==> config.mk <==
export PLATFORM = sky130hd
export DESIGN_NAME = rv32i_control
export DESIGN_NICKNAME = d
export VERILOG_FILES = /design/src/rtl/rv32i_control.sv
export SDC_FILE = /design/constraint.sdc
export NUM_CORES = 1
export LEC_CHECK = 0
export CORE_MARGIN = 2
export CORE_UTILIZATION = 38
export DETAILED_ROUTE_END_ITERATION = 7
export PLACE_DENSITY = 0.82
export SYNTH_ARGS = -nofsm -noshare
export SYNTH_HDL_FRONTEND = slang
export SYNTH_SLANG_ARGS = --single-unit
==> constraint.sdc <==
create_clock -name clk -period 2.4 [get_ports clk]
set_clock_uncertainty 0.05 [all_clocks]
set_input_delay 0.48 -clock clk [delete_from_list [all_inputs] [get_ports clk]]
set_output_delay 0.48 -clock clk [all_outputs]
set_load 0.02 [all_outputs]
**Floorplan with the power grid**

Bar = 10 µm. Pins as bars on the die edge.
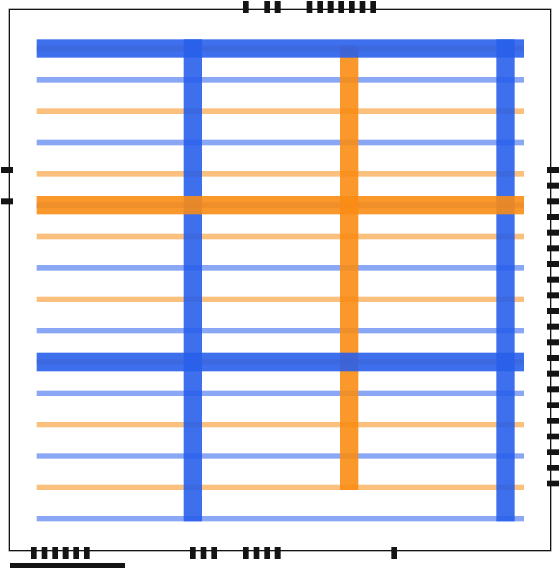
legend:
  blue:
    net: VSS
  orange:
    net: VDD
met1 rails: 16
met4 straps: 3
met5 straps: 3
rows: 15
die boundary height: 46.9 µm
Max IR drop VDD: 0.302 mV
Core Footprint: 1730 µm²
horizontal die size: 46.9 µm

**Placement by cell class**

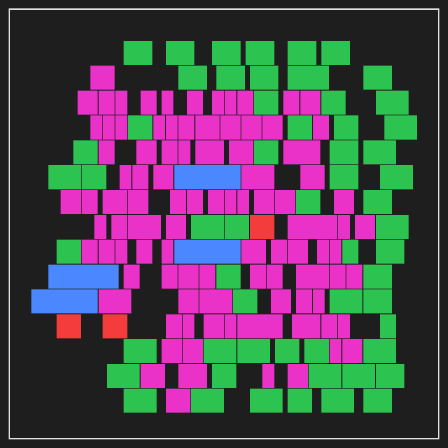
legend:
  red:
    class: clock drivers
    cells: 3
    share_of_their_area: 1.9%
  blue:
    class: flops
    cells: 4
    share_of_their_area: 7.0%
  green:
    class: other buffers and delay cells
    cells: 57
    share_of_their_area: 43%
  magenta:
    class: combinational and other logic
    cells: 96
    share_of_their_area: 48%
post-route standard cell area excluding fillers: 1190 µm²
proportion of cell area occupied by registers: 6.82%
Site Rows: 15
fraction of the core area covered by cells at the end of the flow: 69.1%

**Clock network drawn from the DEF**

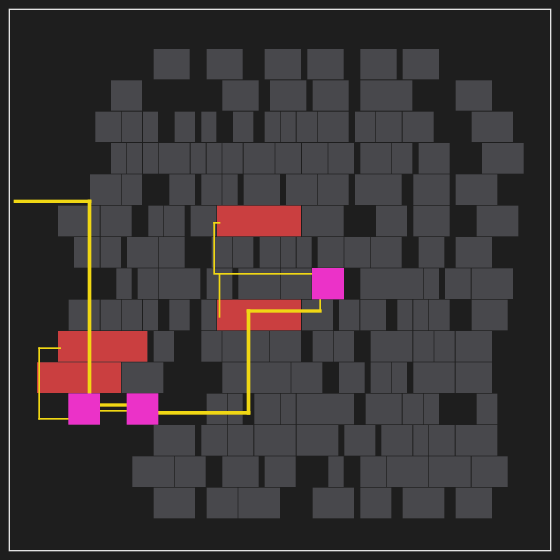
legend:
  yellow:
    item: clock wires
    length: 91.5 µm
  magenta:
    item: clock drivers
    count: 3
  red:
    item: flip-flops
    count: 4
routed clock nets: 4
insertion delay to the later sink of the worst-skew pair: 0.24 ns
P_clk: 0.0000860 W
Clk network pwr share: 27.2%

**Routed metal, one color a layer**

Bar = 10 µm.
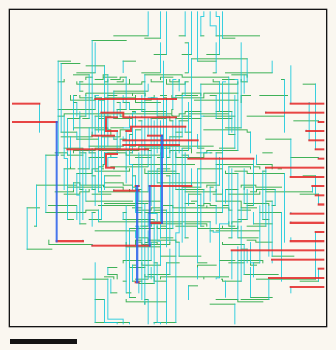
legend:
  green:
    layer: metal 1
    wire_length: 942 µm
  cyan:
    layer: metal 2
    wire_length: 1140 µm
  blue:
    layer: metal 4
    wire_length: 53.7 µm
  red:
    layer: metal 3
    wire_length: 212 µm
total routing resource utilization after global routing: 23.9%
drt total wl: 2350 µm

**Congestion heat map**

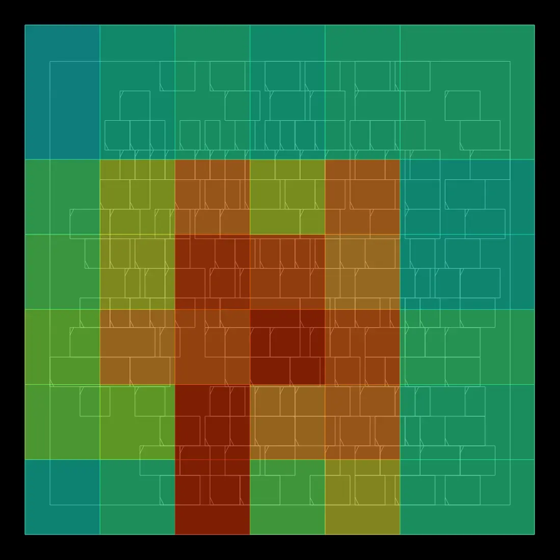
met3 global-route usage: 5.77%
GRT met1 Usage: 26.3%
GRT Max-Usage Layer: met2

==> results_tabular.tex <==
% Auto-generated results table
\begin{tabular}{lr}
\hline
Metric & Value \\
\hline
\multicolumn{2}{l}{\textbf{Clock network}} \\
H-tree lvl count & 1 \\
Clock tree from TritonCTS & yes \\
Maximum clock path buffer count & 2 \\
Post-cts hold-fix buffer tally & 0 \\
Clock Sink Count & 4 \\
Number of buffers created by CTS & 3 \\
\multicolumn{2}{l}{\textbf{Route}} \\
Initial DRC Count & 22 \\
Detailed-route wire length per cell & around 13 µm \\
Top Layer Used & met4 \\
WL met1 & 941 µm \\
Number of search-and-repair iterations in the first detailed-routing pass & 4 \\
Routed met2 length & $\sim$1100 µm \\
Residual DRC count & 0 \\
Post-DR vias/cell & around 5.3 \\
Count of nets left with antenna violations after detail routing & 0 \\
Met3 layer wire length in the routed design & 211 µm \\
\multicolumn{2}{l}{\textbf{Synth}} \\
Synth area leader & sky130\_fd\_sc\_hd\_\_dfxtp\_1 \\
Dominant cell by count in the synthesized netlist & sky130\_fd\_sc\_hd\_\_nor2\_1 \\
AND/OR/NAND/NOR Cells, Area Fraction & $\sim$53\% \\
Post-synth regs & 4 \\
Leading post-synthesis cells by instance count & sky130\_fd\_sc\_hd\_\_nor2\_1, sky130\_fd\_sc\_hd\_\_nand2\_1, sky130\_fd\_sc\_hd\_\_nand2b\_1 \\
Main logic family after synthesis & simple AND/OR/NAND/NOR gates \\
Count of library flops with an enable pin & 0 \\
Yosys warnings & 0 \\
Fraction of the mapped netlist area in compound gates & roughly 22\% \\
Cell count after synthesis & roughly 110 \\
Dominant register cell & sky130\_fd\_sc\_hd\_\_dfxtp\_1 \\
Register area share after synthesis & between 10\% and 20\% \\
Proportion of synthesized flip-flops having asynchronous set or reset & 0\% \\
Post-synthesis cell count from yosys & 112 \\
Net count after synthesis & roughly 130 \\
Post-synthesis cell area & 698 µm² \\
Synth Area in Adders & 0\% \\
Total cell area reported by yosys after synthesis & 698 µm² \\
Mux cell area share after synthesis & about 3\% \\
\multicolumn{2}{l}{\textbf{Setup path}} \\
Nature of the critical path startpoint & input pin \\
Standard cell with the maximum stage delay on the critical path & sky130\_fd\_sc\_hd\_\_clkdlybuf4s50\_1 \\
Largest stage delay on the critical path & around 0.50 ns \\
Slack of the worst reg-to-reg path & 0.92 ns \\
Buffer and inverter count on the worst path & 3 \\
Stages on the worst setup path & 5 \\
Type of the worst setup path & in -> out \\
Depth of the worst register-to-register path & 5 \\
Largest delay share family, worst path & buffers and inverters \\
Worst path arrival time & about 1.8 ns \\
\multicolumn{2}{l}{\textbf{Job}} \\
Number of warning messages in the logs & 32 \\
\multicolumn{2}{l}{\textbf{Floorplanning}} \\
Number of tap cells inserted & 25 \\
Die Footprint & roughly 2200 µm² \\
Starting utilization of the core area & between 40\% and 50\% \\
I/O pins & roughly 47 \\
\multicolumn{2}{l}{\textbf{Finish}} \\
Number of non-filler instances in the completed layout & 185 \\
Growth of design area from synthesis to finish & 70.8\% \\
Fill cells & between 150 and 200 \\
Share of final layout cell area taken by clock buffers and inverters & approximately 1.9\% \\
Flip-flop count of the largest register after layout & 4 \\
Multi-input gate area & roughly 550 µm² \\
Clock buffer cells & 3 \\
Cell group occupying the most layout area & logic gates \\
Count of sequential standard cells & 4 \\
Sequential cell area & 81.3 µm² \\
Leading cell types in the layout, fill and taps excluded & sky130\_fd\_sc\_hd\_\_dlygate4sd2\_1, sky130\_fd\_sc\_hd\_\_buf\_4, sky130\_fd\_sc\_hd\_\_nor2\_1, sky130\_fd\_sc\_hd\_\_clkdlybuf4s50\_1, sky130\_fd\_sc\_hd\_\_nand2\_1 \\
Net count reported at finish & around 180 \\
Non-clock inverter count in the final layout & 2 \\
Combinational fraction of the cell area & a little under half \\
\multicolumn{2}{l}{\textbf{Timing}} \\
Smallest setup slack after layout & approximately 0.12 ns \\
Final hold violations & 0 \\
Remaining max-slew budget at the tightest pin & $\sim$79\% \\
Share of the clock period used by the worst path after layout & between 90\% and 100\% \\
Max Fclk & around 440 MHz \\
Max-slew violation count & 0 \\
Transition time at the pin with the least slew margin & $\sim$0.31 ns \\
Final TNS setup & 0 ns \\
Period minus WS final & roughly 2.3 ns \\
Finish-stage setup viols & 0 \\
\multicolumn{2}{l}{\textbf{Pwr}} \\
Power consumed by sequential cells & slightly above 0.00008 W \\
Net switching power & about 0.00011 W \\
Power Total & around 0.00032 W \\
Design internal power & 0.000204 W \\
Leakage power figure & between 0.5 and 0.6 nW \\
Power consumed by combinational cells & approximately 0.00015 W \\
Comb power frac & between 40 and 50\% \\
\multicolumn{2}{l}{\textbf{GRT}} \\
GRT overflow & 0 \\
Maximum number of pins on one net before global-route repair & 14 \\
\multicolumn{2}{l}{\textbf{Min path}} \\
Class of the tightest hold or removal check & reg -> reg \\
\multicolumn{2}{l}{\textbf{Placement}} \\
DP Cell Count & between 150 and 200 \\
Half-perimeter wire length after placement & around 1900 µm \\
Post-DP Area & $\sim$1200 µm² \\
Placer congestion estimate & about 0.94 \\
\multicolumn{2}{l}{\textbf{Run status}} \\
Outcome & complete, no violations \\
\hline
\end{tabular}
Power figures rest on the tool's default switching activity, not on a simulated workload.
